Fig. 1: routed metal, one color a layer
Scale: 3 px per um.
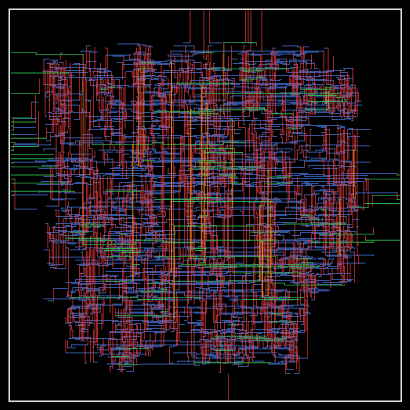
Fig. 2: routed clock nets over the placement
Scale: 2 px per um.
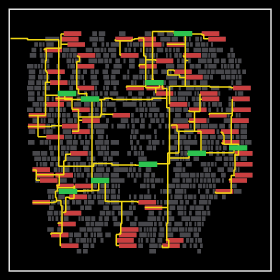
Fig. 3: zoomed window
Window x 88 to 108, y 23 to 43 um. Cells in gray, sequential cells in the stronger gray; small squares are vias.
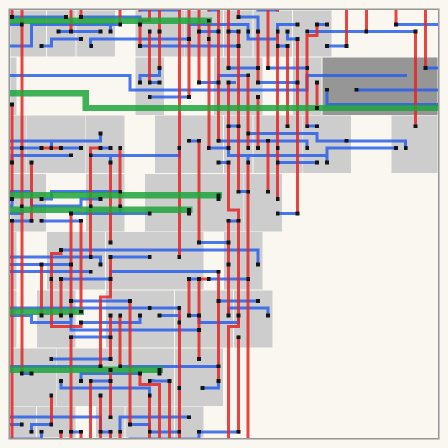
--- src/rtl/rx_fc_drain_scheduler.sv ---
// VC0 receive drain: round-robin P/NP/CPL header+data beats toward the TL,
// with per-buffer freed-credit counters and UpdateFC request scheduling.
//
// Ports:
//   clk, rst                 clock, async active-high reset
//   *_empty                  empty flags of PH,PD,NPH,NPD,CH,CD buffers
//   p/np/c_has_data          head header carries a data payload (FWFT)
//   *_rd_en                  read strobes to the six buffers
//   tl_valid/class/is_data   beat presented to the TL, tl_ready accepts
//   fc_upd_valid/type/credits, fc_upd_ack   UpdateFC request handshake
module rx_fc_drain_scheduler #(
  parameter int CNT_W       = 8,
  parameter int UPD_THRESH  = 4,
  parameter int UPD_TIMEOUT = 64,
  parameter int TMR_W       = 7
) (
  input  logic             clk,
  input  logic             rst,
  input  logic             ph_empty,
  input  logic             pd_empty,
  input  logic             nph_empty,
  input  logic             npd_empty,
  input  logic             ch_empty,
  input  logic             cd_empty,
  input  logic             p_has_data,
  input  logic             np_has_data,
  input  logic             c_has_data,
  output logic             ph_rd_en,
  output logic             pd_rd_en,
  output logic             nph_rd_en,
  output logic             npd_rd_en,
  output logic             ch_rd_en,
  output logic             cd_rd_en,
  output logic             tl_valid,
  output logic [1:0]       tl_class,
  output logic             tl_is_data,
  input  logic             tl_ready,
  output logic             fc_upd_valid,
  output logic [2:0]       fc_upd_type,
  output logic [CNT_W-1:0] fc_upd_credits,
  input  logic             fc_upd_ack
);

  typedef enum logic [1:0] {
    S_IDLE,
    S_HDR,
    S_DATA
  } state_t;

  localparam logic [CNT_W-1:0] CNT_MAX = '1;
  localparam logic [CNT_W-1:0] THRESH  = CNT_W'(UPD_THRESH);
  localparam logic [TMR_W-1:0] TMO     = TMR_W'(UPD_TIMEOUT);

  state_t state_q, state_d;
  logic [1:0] cls_q, cls_d;
  logic [1:0] rr_q, rr_d;
  logic       hd_q, hd_d;

  logic             upd_valid_q, upd_valid_d;
  logic [2:0]       upd_type_q, upd_type_d;
  logic [CNT_W-1:0] upd_cred_q, upd_cred_d;
  logic [TMR_W-1:0] tmr_q, tmr_d;
  logic [CNT_W-1:0] cnt_q [6];
  logic [CNT_W-1:0] cnt_d [6];

  logic [3:0] elig;
  logic [3:0] has_data;
  logic [1:0] c0, c1, c2;
  logic [1:0] gsel;
  logic       gany;
  logic       hdr_acc, dat_acc;
  logic [5:0] rd;

  function automatic logic [1:0] nxt_cls(input logic [1:0] c);
    return (c == 2'd2) ? 2'd0 : c + 2'd1;
  endfunction

  // bit index = class code (0 P, 1 NP, 2 CPL); bit 3 is a never-eligible pad
  assign has_data = {1'b0, c_has_data, np_has_data, p_has_data};
  assign elig[0] = ~ph_empty  & (~p_has_data  | ~pd_empty);
  assign elig[1] = ~nph_empty & (~np_has_data | ~npd_empty);
  assign elig[2] = ~ch_empty  & (~c_has_data  | ~cd_empty);
  assign elig[3] = 1'b0;

  // rotating priority starting at the RR pointer
  assign c0 = rr_q;
  assign c1 = nxt_cls(c0);
  assign c2 = nxt_cls(c1);

  always_comb begin
    gany = 1'b1;
    gsel = c0;
    if (elig[c0])      gsel = c0;
    else if (elig[c1]) gsel = c1;
    else if (elig[c2]) gsel = c2;
    else               gany = 1'b0;
  end

  always_comb begin
    state_d = state_q;
    cls_d   = cls_q;
    hd_d    = hd_q;
    rr_d    = rr_q;
    unique case (state_q)
      S_IDLE: begin
        if (gany) begin
          state_d = S_HDR;
          cls_d   = gsel;
          hd_d    = has_data[gsel];
        end
      end
      S_HDR: begin
        if (tl_ready) begin
          state_d = hd_q ? S_DATA : S_IDLE;
          rr_d    = nxt_cls(cls_q);
        end
      end
      S_DATA: begin
        if (tl_ready) state_d = S_IDLE;
      end
      default: state_d = S_IDLE;
    endcase
  end

  always_ff @(posedge clk or posedge rst) begin
    if (rst) begin
      state_q <= S_IDLE;
      cls_q   <= 2'd0;
      hd_q    <= 1'b0;
      rr_q    <= 2'd0;
    end else begin
      state_q <= state_d;
      cls_q   <= cls_d;
      hd_q    <= hd_d;
      rr_q    <= rr_d;
    end
  end

  assign tl_valid   = (state_q != S_IDLE);
  assign tl_is_data = (state_q == S_DATA);
  assign tl_class   = cls_q;

  assign hdr_acc = (state_q == S_HDR)  & tl_ready;
  assign dat_acc = (state_q == S_DATA) & tl_ready;

  assign ph_rd_en  = hdr_acc & (cls_q == 2'd0);
  assign pd_rd_en  = dat_acc & (cls_q == 2'd0);
  assign nph_rd_en = hdr_acc & (cls_q == 2'd1);
  assign npd_rd_en = dat_acc & (cls_q == 2'd1);
  assign ch_rd_en  = hdr_acc & (cls_q == 2'd2);
  assign cd_rd_en  = dat_acc & (cls_q == 2'd2);

  assign rd = {cd_rd_en, ch_rd_en, npd_rd_en,
               nph_rd_en, pd_rd_en, ph_rd_en};

  // ack subtracts the reported credits but keeps a same-cycle read
  always_comb begin
    logic [CNT_W-1:0] base;
    base = '0;
    for (int i = 0; i < 6; i++) begin
      base = cnt_q[i];
      if (upd_valid_q && fc_upd_ack && upd_type_q == 3'(i))
        base = cnt_q[i] - upd_cred_q;
      cnt_d[i] = (rd[i] && base != CNT_MAX) ? base + 1'b1 : base;
    end
  end

  logic             thr_hit, nz_hit;
  logic [2:0]       thr_sel, nz_sel;
  logic [CNT_W-1:0] thr_cred, nz_cred;

  // descending scan so the lowest qualifying code wins
  always_comb begin
    thr_hit  = 1'b0;
    thr_sel  = 3'd0;
    thr_cred = '0;
    nz_hit   = 1'b0;
    nz_sel   = 3'd0;
    nz_cred  = '0;
    for (int i = 5; i >= 0; i--) begin
      if (cnt_q[i] >= THRESH) begin
        thr_hit  = 1'b1;
        thr_sel  = 3'(i);
        thr_cred = cnt_q[i];
      end
      if (cnt_q[i] != '0) begin
        nz_hit  = 1'b1;
        nz_sel  = 3'(i);
        nz_cred = cnt_q[i];
      end
    end
  end

  always_comb begin
    upd_valid_d = upd_valid_q;
    upd_type_d  = upd_type_q;
    upd_cred_d  = upd_cred_q;
    tmr_d       = tmr_q;
    if (upd_valid_q) begin
      if (fc_upd_ack) upd_valid_d = 1'b0;
    end else if (thr_hit) begin
      upd_valid_d = 1'b1;
      upd_type_d  = thr_sel;
      upd_cred_d  = thr_cred;
    end else if (tmr_q >= TMO && nz_hit) begin
      upd_valid_d = 1'b1;
      upd_type_d  = nz_sel;
      upd_cred_d  = nz_cred;
    end
    if ((upd_valid_q && fc_upd_ack) || !nz_hit)
      tmr_d = '0;
    else if (!upd_valid_q && tmr_q < TMO)
      tmr_d = tmr_q + 1'b1;
  end

  always_ff @(posedge clk or posedge rst) begin
    if (rst) begin
      upd_valid_q <= 1'b0;
      upd_type_q  <= 3'd0;
      upd_cred_q  <= '0;
      tmr_q       <= '0;
      for (int i = 0; i < 6; i++) cnt_q[i] <= '0;
    end else begin
      upd_valid_q <= upd_valid_d;
      upd_type_q  <= upd_type_d;
      upd_cred_q  <= upd_cred_d;
      tmr_q       <= tmr_d;
      for (int i = 0; i < 6; i++) cnt_q[i] <= cnt_d[i];
    end
  end

  assign fc_upd_valid   = upd_valid_q;
  assign fc_upd_type    = upd_type_q;
  assign fc_upd_credits = upd_cred_q;

endmodule

--- config.mk ---
export PLATFORM = sky130hd
export DESIGN_NAME = rx_fc_drain_scheduler
export DESIGN_NICKNAME = d
export VERILOG_FILES = /design/src/rtl/rx_fc_drain_scheduler.sv
export SDC_FILE = /design/constraint.sdc
export NUM_CORES = 1
export LEC_CHECK = 0
export CAP_MARGIN = 10
export CORE_MARGIN = 8
export CORE_UTILIZATION = 55
export DETAILED_ROUTE_END_ITERATION = 8
export HOLD_SLACK_MARGIN = 0.08
export PLACE_DENSITY = 0.77
export SYNTH_ARGS = -nofsm -noshare
export SYNTH_HDL_FRONTEND = slang
export SYNTH_SLANG_ARGS = --single-unit
--- constraint.sdc ---
create_clock -name clk -period 4.2 [get_ports clk]
set_input_delay 0.84 -clock clk [delete_from_list [all_inputs] [get_ports clk]]
set_output_delay 0.84 -clock clk [all_outputs]
set_load 0.02 [all_outputs]
==> impl_metrics.ini <==
; yosys + openroad results
[outcome]
status = complete, no violations

[critical_path]
crit_type = primary input to output pin
worstPathMaxFanout = 6
cp.required_ns = 3.36
rr_worst_depth = 10
rrSetupSlack_ns = 0.62
crit_path_end_kind = output pin
critical_path_arrival_ns = 2.94
critPathLaunchType = primary input

[yosys]
yosys.stat.seqShare_pct = 25.8
yosys_cells = 843
synth-async-reset-ratio_pct = 100
adder_share_pct = 11.3
top_area_cell = dfrtp_1
synthesis.nets = 917
syn_avg_cell_area_sq_um = 8.50
ys_sh_simple_pct = 23.4
mux_area_share_pct = 6.01
synthCells = 843
ys_sh_xor_pct = 4.64
edf_count = 0
yosysMostFrequentCell = a21oi_1
yosys_warnings = 0
netlist_top_cells_area = dfrtp_1 (26%), ha_1 (9.6%), a21oi_1 (6.1%)
synth-main-ff-cell = dfrtp_1
post-synth-top-area-fraction_pct = 25.8
synth.cell_area_sq_um = 7170
yosys-top-cells-count = a21oi_1 (87), dfrtp_1 (74), nand2_1 (68)
synth_chip_area_sq_um = 7170
ys_types = 85
ys_sh_aoi_pct = 24.9
synth.comb.largest_family = AND-OR/OR-AND gates
synth_flops = 74

[finish]
final_nets = 947
fin_cells = 1049
synthToLayoutAreaGrowth_pct = 10.8
seqCellArea_sq_um = 1850
drive_gt1_share_pct = 7.30
n_antenna_cell = 0
nFillCells = 1111
area.combinational_sq_um = 5030
fin_util_pct = 62.7

[clock_network]
clock_path_buffers = 2
numCtsBuffers = 9
cts_tree = built
cts_root_buf = clkbuf_16
clkTransAtPathRegs_ns = 0.06
postCtsSetupBuffers = 0
clock_sinks = 74
ctsHoldBuffers = 0
cts-resized-gates = 0
htree_levels = 3

[sta]
slew-limit-headroom_pct = 36.5
finalHoldViolCount = 0
whs_ns = 0.507
finalCritPeriodShare_pct = 89.9
grt_setup_unrepaired = false
fin_crit_ns = 3.78
report.final.slew_viol_count = 0
setup_viol = 0
finalSetupTns_ns = 0
tightest_slew_ns = 0.937
max_freq_mhz = 265
fin_ws_ns = 0.423

[pwr]
ir_drop_mv = 0.393
leakage_nw = 3.35
power_density_nw_per_um2 = 608

[global_routing]
grt_max_degree = 75
antenna_found_initial = 0
grt_pass1_vias = 6734
grt_remaining_overflow = 0
grt_pass1_wl_mm = 33.1

[placed_design]
dp_cells = 1034
numPortBuffers = 34
gp_congestion = 0.927
dpl.hpwl_mm = 15.0
dp_slack_ns = 0.186

[worst_hold_path]
hp-class = flip-flop to flip-flop
min_path_cells = 2

[routing]
drt-initial-drc-count = 715
drtAntennaViolNets = 0
drt_first_pass_iters = 7
drcViolationCount = 0
viasPerCell = 6.47
wl_per_cell_um = 19.0

[die]
die_width_um = 130
die_h_um = 130
fp_util_pct = 56.6
pin_count = 35
num_rows = 41
chipArea_sq_um = 16900
coreArea_sq_um = 12700

[flow_run]
tool_warnings = 32
cap_violations = 0
Notes on Fig. 1 above:
metal 1: marked blue, wire length 8650 um. metal 4: marked orange, wire length 658 um. metal 2: marked red, wire length 9160 um. metal 3: marked green, wire length 1450 um.
overall global routing resource usage: 24.6%
Routed WL: 19.9 mm
vias: 6788

Notes on Fig. 2 above:
flip-flops: marked red, count 74. clock wires: marked yellow, length 1220 um. clock drivers: marked green, count 9.
Position of the flops: spread over the die. There are 10 routed clock nets.
insertion delay to the later sink of the worst-skew pair: 0.35 ns
Clock power frac: 15.2%
skew final: 0.00535 ns

Notes on Fig. 3 above:
metal 2: marked red. metal 3: marked green. metal 1: marked blue.
Most frequent: a21oi_1 (6), nand3_1 (4), nand2_1 (4). 36 logic cells have their middle in the window. Netlist names of flops here include cnt_q (1). Sequential cells in the window: 1.

## kinds of logic (layout without fill, tap and decap cells)
| logic type | Yosys count | in the layout |
|---|---|---|
| muxes | 40 | 40 |
| buffers and inverters | 65 | 99 |
| and+or+nand+nor | 300 | 300 |
| xor gates and xnor gates | 38 | 38 |
| DFF | 74 | 74 |
| AOI/OAI and AO/OA | 265 | 265 |
| adders and majority gates | 61 | 61 |
## placed cells by master, fill, tap and decap left out, types with 17 or more instances in the layout
cell type        count
xor2_1              17
mux2i_1             19
o21ai_0             33
nand2_1             68
nand3_1             22
dfrtp_1             74
nand4_1             18
a21o_1              17
a21oi_1             87
a31oi_1             18
nor2_1              56
inv_1               41
and3_1              20
xnor2_1             21
ha_1                55
clkdlybuf4s50_1     34
## worst paths after layout
path | startpoint | endpoint
max | tl_ready | ph_rd_en
min | hd_q$_DFFE_PP0P_ | hd_q$_DFFE_PP0P_
max reg2reg | fc_upd_credits[0]$_DFFE_PP0P_ | cnt_q[25]$_DFF_PP0_
min reg2reg | hd_q$_DFFE_PP0P_ | hd_q$_DFFE_PP0P_
max in group asynchronous | rst | cnt_q[12]$_DFF_PP0_
min in group asynchronous | rst | cnt_q[38]$_DFF_PP0_
## flip-flops by register name, indices dropped and copies added (netlist names)
register        flops
c0                  2
cnt_q              48
fc_upd_credits      8
fc_upd_type         3
fc_upd_valid        1
hd_q                1
state_q             2
tl_class            2
tmr_q               7
## power breakdown
group / leakage (nW) / internal [mW] / switching, mW
logic: 2.28 / 1.17 / 1.66
clock network: 0.138 / 0.426 / 0.308
registers: 0.925 / 0.907 / 0.348
## critical path, cell delays in order
cell and delay [ns]:
clkdlybuf4s50_1 0.50, inv_1 0.06, or2_1 0.30, or3_1 0.48, inv_1 0.13, clkdlybuf4s50_1 0.61
## metrics by stage
| stage | power (mW) | area, sq um |
|---|---|---|
| 5_1_grt | 5.22 | 7940 |
| 3_5_place_dp | 4.01 | 7670 |
| 6_report | 4.82 | 7940 |
| 3_3_place_gp | 3.90 | 7670 |
| 2_1_floorplan | 3.26 | 7170 |
| 4_1_cts | 4.78 | 7940 |
## cell type report
type                    count  area share (%)
multi-input cells         704            63.4
clock inverters             3           0.189
well taps                 172            2.71
inverters                  43            2.03
clock buffers              12            3.23
flip-flops and latches     74            23.3
repair buffers             41            5.11
## metal layers
metal,GRT usage (%),share of wire [%],up-vias
met5,0,0,-
met4,11.7,3.3,0
met3,4.57,7.3,43
met2,40.0,46,276
met1,31.1,43,3215
li1,-,-,3254
Power is estimated from default activity; no workload was simulated.
